layer_met1.png
The bar under the picture is 50 um long. Supply wires on this layer in grey.
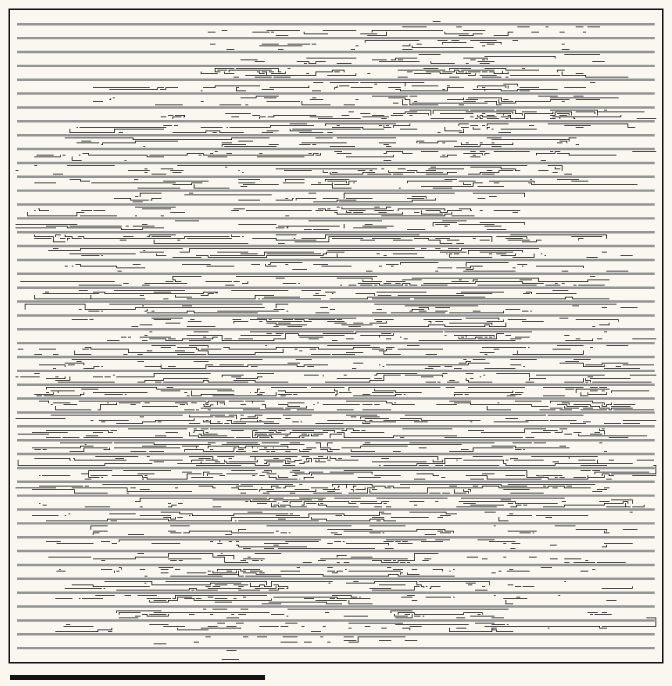
layer_met2.png
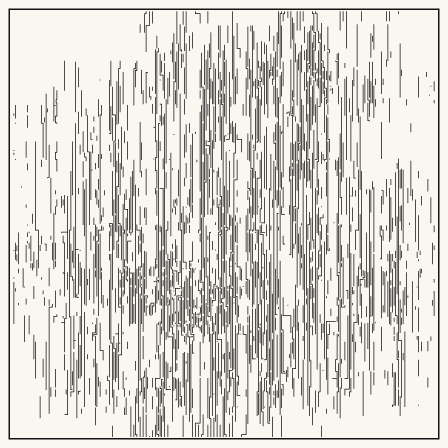
layer_met3.png
The bar under the picture is 50 um long. Cells faint in the background.
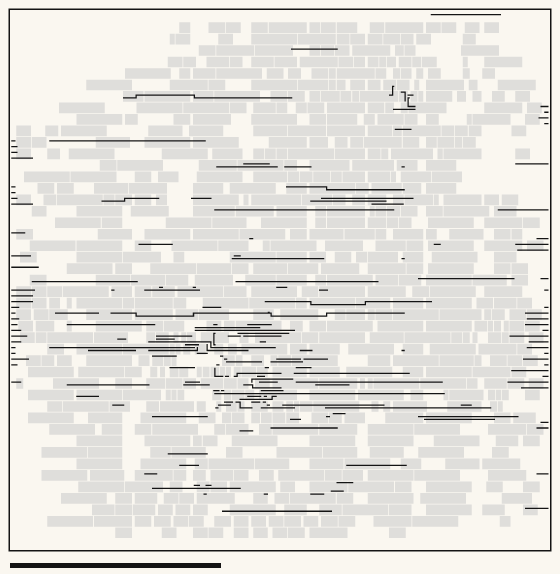
**src/rtl/rv32i_types.sv**
```systemverilog
// Package: rv32i_types
// Shared RV32I encoding types: major opcodes, funct3 codes, the instruction
// format classification used by the encoder, and fmt_of(), which maps an
// (opcode, funct3) pair onto the bit layout that packs it.
package rv32i_types;

  typedef enum logic [6:0] {
    OPC_LOAD   = 7'b0000011,
    OPC_MISC   = 7'b0001111,
    OPC_IMM    = 7'b0010011,
    OPC_AUIPC  = 7'b0010111,
    OPC_STORE  = 7'b0100011,
    OPC_REG    = 7'b0110011,
    OPC_LUI    = 7'b0110111,
    OPC_BRANCH = 7'b1100011,
    OPC_JALR   = 7'b1100111,
    OPC_JAL    = 7'b1101111,
    OPC_CSR    = 7'b1110011
  } rv32i_opcode;

  typedef enum logic [2:0] {
    F3_ADD_SUB = 3'b000,
    F3_SLL     = 3'b001,
    F3_SLT     = 3'b010,
    F3_SLTU    = 3'b011,
    F3_XOR     = 3'b100,
    F3_SRL_SRA = 3'b101,
    F3_OR      = 3'b110,
    F3_AND     = 3'b111
  } funct3_t;

  // FMT_SHIFT is the I-type variant whose upper immediate bits carry funct7.
  typedef enum logic [2:0] {
    FMT_R,
    FMT_I,
    FMT_S,
    FMT_B,
    FMT_U,
    FMT_J,
    FMT_SHIFT,
    FMT_ILL
  } instr_fmt_t;

  // Everything outside the supported base set (CSR/system, fence, unknown)
  // classifies as FMT_ILL.
  function automatic instr_fmt_t fmt_of(input logic [6:0] opcode,
                                        input logic [2:0] funct3);
    instr_fmt_t fmt;
    case (opcode)
      OPC_LUI, OPC_AUIPC: fmt = FMT_U;
      OPC_JAL:            fmt = FMT_J;
      OPC_JALR, OPC_LOAD: fmt = FMT_I;
      OPC_IMM:            fmt = (funct3 == F3_SLL || funct3 == F3_SRL_SRA) ? FMT_SHIFT : FMT_I;
      OPC_STORE:          fmt = FMT_S;
      OPC_BRANCH:         fmt = FMT_B;
      OPC_REG:            fmt = FMT_R;
      default:            fmt = FMT_ILL;
    endcase
    return fmt;
  endfunction

endpackage

```
**src/rtl/enc_fifo.sv**
```systemverilog
// Module: enc_fifo
// Output buffer for encoded words. Pointers carry one extra MSB so full and
// empty are distinguishable when the index bits match.
// Ports:
//   clk, rst     clock, asynchronous active-low reset
//   i_push       write i_data (ignored when full)
//   i_data       word to store
//   i_pop        drop head (ignored when empty)
//   o_full       no free entry
//   o_empty      no stored entry
//   o_head       head word; holds the last popped word while empty
module enc_fifo #(
  parameter int DEPTH = 4,
  parameter int DW    = 32
) (
  input  logic          clk,
  input  logic          rst,
  input  logic          i_push,
  input  logic [DW-1:0] i_data,
  input  logic          i_pop,
  output logic          o_full,
  output logic          o_empty,
  output logic [DW-1:0] o_head
);

  localparam int AW = $clog2(DEPTH);

  logic [AW:0]   r_wr_ptr;
  logic [AW:0]   r_rd_ptr;
  logic [DW-1:0] r_mem [DEPTH];
  logic [DW-1:0] r_last;
  logic          w_do_push;
  logic          w_do_pop;

  assign o_empty   = (r_wr_ptr == r_rd_ptr);
  assign o_full    = (r_wr_ptr[AW] != r_rd_ptr[AW]) &&
                     (r_wr_ptr[AW-1:0] == r_rd_ptr[AW-1:0]);
  assign w_do_push = i_push && !o_full;
  assign w_do_pop  = i_pop && !o_empty;

  // While empty the head shows the last word handed out (zero after reset),
  // never a stale slot from the storage array.
  assign o_head = o_empty ? r_last : r_mem[r_rd_ptr[AW-1:0]];

  // NOTE: sequential state uses non-blocking assignments so every register
  // samples pre-edge values regardless of statement order.
  always_ff @(posedge clk or negedge rst) begin
    if (!rst) begin
      r_wr_ptr <= '0;
      r_rd_ptr <= '0;
      r_last   <= '0;
    end else begin
      if (w_do_push) r_wr_ptr <= r_wr_ptr + 1'b1;
      if (w_do_pop) begin
        r_rd_ptr <= r_rd_ptr + 1'b1;
        r_last   <= r_mem[r_rd_ptr[AW-1:0]];
      end
    end
  end

  // NOTE: storage is deliberately not reset; a slot is only ever read after
  // it was written, because reads are gated by the empty flag above.
  always_ff @(posedge clk) begin
    if (w_do_push) r_mem[r_wr_ptr[AW-1:0]] <= i_data;
  end

endmodule

```
**src/rtl/rv32i_instr_encoder.sv**
```systemverilog
// Module: rv32i_instr_encoder
// Packs field-level RV32I requests into 32-bit instruction words, buffers
// them in enc_fifo and streams them out over a valid/ready handshake.
// Optional build macro: RANGE_CHECK_EN -- flags immediates that do not fit
// their instruction format (the truncated word is still emitted).
// Ports:
//   clk, rst                 clock, asynchronous active-low reset
//   req_valid / req_ready    request handshake (ready = FIFO not full)
//   req_opcode, req_funct3   operation selection
//   req_alt                  funct7[5] for sub/sra/srai
//   req_rd, req_rs1, req_rs2 register fields
//   req_imm                  logical immediate (byte offset; U: full value)
//   instr_valid/instr_ready  output handshake
//   instr_data               FIFO head word
//   err_illegal              pulse: accepted request had unsupported opcode
//   err_range                pulse: immediate out of range (macro only)
//   emit_count               words handed to consumer, wrapping
module rv32i_instr_encoder
  import rv32i_types::*;
#(
  parameter int DEPTH = 4,
  parameter int CNT_W = 16
) (
  input  logic             clk,
  input  logic             rst,
  input  logic             req_valid,
  output logic             req_ready,
  input  logic [6:0]       req_opcode,
  input  logic [2:0]       req_funct3,
  input  logic             req_alt,
  input  logic [4:0]       req_rd,
  input  logic [4:0]       req_rs1,
  input  logic [4:0]       req_rs2,
  input  logic [31:0]      req_imm,
  output logic             instr_valid,
  input  logic             instr_ready,
  output logic [31:0]      instr_data,
  output logic             err_illegal,
  output logic             err_range,
  output logic [CNT_W-1:0] emit_count
);

  instr_fmt_t       w_fmt;
  logic [31:0]      w_word;
  logic             w_alt_r;
  logic             w_accept;
  logic             w_push;
  logic             w_pop;
  logic             w_full;
  logic             w_empty;
  logic             r_err_illegal;
  logic [CNT_W-1:0] r_emit_count;

  assign w_fmt    = fmt_of(req_opcode, req_funct3);
  assign req_ready = !w_full;
  assign w_accept = req_valid && req_ready;
  assign w_push   = w_accept && (w_fmt != FMT_ILL);
  assign w_pop    = instr_valid && instr_ready;

  // Register-register alt bit only exists for add/sub and srl/sra.
  assign w_alt_r = req_alt && (req_funct3 == F3_ADD_SUB || req_funct3 == F3_SRL_SRA);

  // NOTE: the default assignment before the case keeps this block purely
  // combinational; without it an uncovered path would infer a latch.
  always_comb begin
    w_word = '0;
    case (w_fmt)
      FMT_R:     w_word = {1'b0, w_alt_r, 5'b0, req_rs2, req_rs1, req_funct3, req_rd, req_opcode};
      FMT_SHIFT: w_word = {1'b0, req_alt, 5'b0, req_imm[4:0], req_rs1, req_funct3, req_rd, req_opcode};
      FMT_I:     w_word = {req_imm[11:0], req_rs1, req_funct3, req_rd, req_opcode};
      FMT_S:     w_word = {req_imm[11:5], req_rs2, req_rs1, req_funct3, req_imm[4:0], req_opcode};
      FMT_B:     w_word = {req_imm[12], req_imm[10:5], req_rs2, req_rs1, req_funct3,
                           req_imm[4:1], req_imm[11], req_opcode};
      FMT_U:     w_word = {req_imm[31:12], req_rd, req_opcode};
      FMT_J:     w_word = {req_imm[20], req_imm[10:1], req_imm[11], req_imm[19:12],
                           req_rd, req_opcode};
      default:   w_word = '0;
    endcase
  end

  enc_fifo #(
    .DEPTH (DEPTH),
    .DW    (32)
  ) u_fifo (
    .clk     (clk),
    .rst     (rst),
    .i_push  (w_push),
    .i_data  (w_word),
    .i_pop   (w_pop),
    .o_full  (w_full),
    .o_empty (w_empty),
    .o_head  (instr_data)
  );

  assign instr_valid = !w_empty;

  always_ff @(posedge clk or negedge rst) begin
    if (!rst) begin
      r_err_illegal <= 1'b0;
      r_emit_count  <= '0;
    end else begin
      r_err_illegal <= w_accept && (w_fmt == FMT_ILL);
      if (w_pop) r_emit_count <= r_emit_count + CNT_W'(1);
    end
  end

  assign err_illegal = r_err_illegal;
  assign emit_count  = r_emit_count;

`ifdef RANGE_CHECK_EN
  logic w_range_bad;
  logic r_err_range;

  // Sign-extension checks: the bits above the field's sign bit must all
  // equal that sign bit; branch/jump offsets must also be even.
  always_comb begin
    w_range_bad = 1'b0;
    case (w_fmt)
      FMT_I, FMT_S: w_range_bad = !((&req_imm[31:11]) || !(|req_imm[31:11]));
      FMT_B:        w_range_bad = !((&req_imm[31:12]) || !(|req_imm[31:12])) || req_imm[0];
      FMT_J:        w_range_bad = !((&req_imm[31:20]) || !(|req_imm[31:20])) || req_imm[0];
      FMT_U:        w_range_bad = |req_imm[11:0];
      FMT_SHIFT:    w_range_bad = |req_imm[31:5];
      default:      w_range_bad = 1'b0;
    endcase
  end

  always_ff @(posedge clk or negedge rst) begin
    if (!rst) r_err_range <= 1'b0;
    else      r_err_range <= w_push && w_range_bad;
  end

  assign err_range = r_err_range;
`else
  assign err_range = 1'b0;
`endif

endmodule
```
**config.mk**
```make
export PLATFORM = sky130hd
export DESIGN_NAME = rv32i_instr_encoder
export DESIGN_NICKNAME = d
export VERILOG_FILES = /design/src/rtl/rv32i_types.sv /design/src/rtl/enc_fifo.sv /design/src/rtl/rv32i_instr_encoder.sv
export SDC_FILE = /design/constraint.sdc
export NUM_CORES = 1
export LEC_CHECK = 0
export CORE_UTILIZATION = 51
export CTS_BUF_LIST = sky130_fd_sc_hd__clkbuf_4 sky130_fd_sc_hd__clkbuf_8
export DETAILED_ROUTE_END_ITERATION = 8
export GPL_TIMING_DRIVEN = 0
export HOLD_SLACK_MARGIN = 0.05
export MAX_ROUTING_LAYER = met4
export PLACE_DENSITY = 0.78
export SETUP_SLACK_MARGIN = 0.05
export SLEW_MARGIN = 20
export SYNTH_ARGS = -nofsm -noshare
export SYNTH_HDL_FRONTEND = slang
export SYNTH_SLANG_ARGS = --single-unit
```
**constraint.sdc**
```tcl
create_clock -name clk -period 2.1 [get_ports clk]
set_input_delay 0.315 -clock clk [delete_from_list [all_inputs] [get_ports clk]]
set_output_delay 0.315 -clock clk [all_outputs]
set_load 0.02 [all_outputs]
```
==> results.py <==
# Auto-generated metrics
metrics = {
    "power": {
        "p_seq_mw": 4.74,
        "p_comb_share_pct": 52.7,
        "pwr-share-seq_pct": 31.3,
        "p_sw_share_pct": 33.8,
        "top_power_group": "combinational cells",
        "power_switching_mw": 5.12,
        "pwr-share-clk_pct": 16.0,
        "p_per_area_mw_per_mm2": 1360,
        "ir_drop_v": 0.000740,
        "p_leak_nw": 4.27,
        "pg_clk_mw": 2.42,
    },
    "critical_path": {
        "r2r-end": "u_fifo.r_mem[1][11]",
        "critical_path_class": "reg -> out",
        "crit_path_end_kind": "primary output",
        "critPathRequiredTime_ps": 1780,
        "crit_family": "buffers and inverters",
        "arrival_ps": 2250,
        "cp.depth": 7,
        "cp-endpoint": "instr_data[25]",
        "ff2ff_path_depth": 10,
        "start_kind": "flip-flop",
        "crit_fanout": 6,
        "rrSetupSlack_ps": -210,
        "critPathBufInv": 4,
    },
    "min_path": {
        "hold_class": "in -> async",
    },
    "global_route": {
        "antenna_found_initial": 0,
        "grt_max_degree": 36,
        "grtUsageTotal_pct": 26.4,
        "grt_pass1_vias": 5389,
        "grt_busiest_layer": "met2",
    },
    "clock_tree": {
        "clock_latency_ps": 470,
        "cts_sinks": 183,
        "numCtsBuffers": 17,
        "root_buffer": "clkbuf_8",
        "cts_setup_buffers": 24,
        "ctsLongestPathBuffers": 2,
        "cts_tree": "yes",
        "cts-hold-fix-buffers": 1,
    },
    "finish": {
        "fin_area_mm2": 0.0112,
        "sh_comb_area_pct": 26.3,
        "fin_cells": 898,
        "nClkBuffers": 19,
        "syn_to_final_growth_pct": 38.0,
        "num-multi-input-gates": 270,
        "antenna_cells": 0,
        "lay_top_cells": "edfxtp_1 (128), clkdlybuf4s50_1 (76), dfrtp_1 (54), buf_6 (37), buf_4 (34)",
        "area.combinational_mm2": 0.00294,
        "inverters_excl_clock": 8,
        "drive_gt1_share_pct": 38.4,
        "fillCellCount": 923,
        "final-clk-cell-share_pct": 3.68,
        "largest_class": "registers",
        "postLayoutCoreUtil_pct": 72.8,
        "seq_area_mm2": 0.00522,
        "layout.nets": 742,
    },
    "die": {
        "die-area_mm2": 0.0164,
        "fp.dieH_um": 128,
        "die_x_um": 128,
        "design.core.area_mm2": 0.0153,
        "n_tap_cell": 211,
        "ioPinCount": 114,
        "placementRows": 45,
    },
    "sta": {
        "skew_ps": 9.49,
        "fmax_mhz": 389,
        "tightestPinTransition_ps": 633,
        "finalSetupViolCount": 164,
        "maxSlewViolCount": 0,
        "finalSetupTns_ps": -30710,
        "holdWs_ps": 290,
        "finalHoldViolCount": 0,
        "fin_ws_ps": -468,
        "relSlewSlack_pct": 57.7,
        "period_minus_slack_ps": 2570,
    },
    "placed_design": {
        "place.port_buffers": 112,
        "placed_cell_area_mm2": 0.00956,
        "gp_congestion": 0.882,
        "dp_slack_ps": -919,
    },
    "run_status": {
        "violations": "negative setup slack",
        "status": "finished with violations",
    },
    "route": {
        "dr_wl_met2_um": 10700,
        "drt_iter0_drc": 529,
        "ant_nets": 0,
        "highest_layer": "met4",
        "wl_met1_um": 8550,
        "wl_per_cell_um": 23.7,
        "drc_errors": 0,
    },
    "synth": {
        "async_flop_share_pct": 30.1,
        "edf_count": 128,
        "synthesis.nets": 547,
        "synth.cellmix.simpleShare_pct": 5.99,
        "synthTopLogicFamily": "multiplexers",
        "numSynthFlops": 183,
        "topCellsByArea": "edfxtp_1 (48%), dfrtp_1 (17%), mux4_2 (8.9%)",
        "synth_chip_area_mm2": 0.00809,
        "yosys-top-cells-count": "edfxtp_1 (128), dfrtp_1 (55), mux2_1 (41), mux4_2 (32), mux2_2 (28)",
        "synth_seq_share_pct": 64.6,
        "yosys.cell_types.count": 59,
        "synthAdderAreaFrac_pct": 0.928,
        "synth_top_area_share_pct": 47.5,
        "top_area_cell": "edfxtp_1",
        "aoi_share_pct": 4.78,
        "xor_area_share_pct": 2.79,
        "ys_cells": 479,
    },
    "run": {
        "drv_cap": 0,
        "warnings": 32,
    },
}
Notes on layer_met1.png above:
share of all routed wire: 40%
wire length on this layer: 8550 um
longest straight run: 68.5 um
nets with wire on the layer: 682
main direction: horizontal
met1 usage: 33.4%
vias: 5364
Routed Wire Length: 21300 um

Notes on layer_met2.png above:
main direction: vertical
wire length on this layer: 10700 um
nets with wire on the layer: 687
longest straight run: 65.6 um
share of all routed wire: 50%
met2 usage: 43.3%

Notes on layer_met3.png above:
longest straight run: 54.3 um
main direction: horizontal
nets with wire on the layer: 142
met3 usage: 4.55%

Power is estimated from default activity; no workload was simulated.
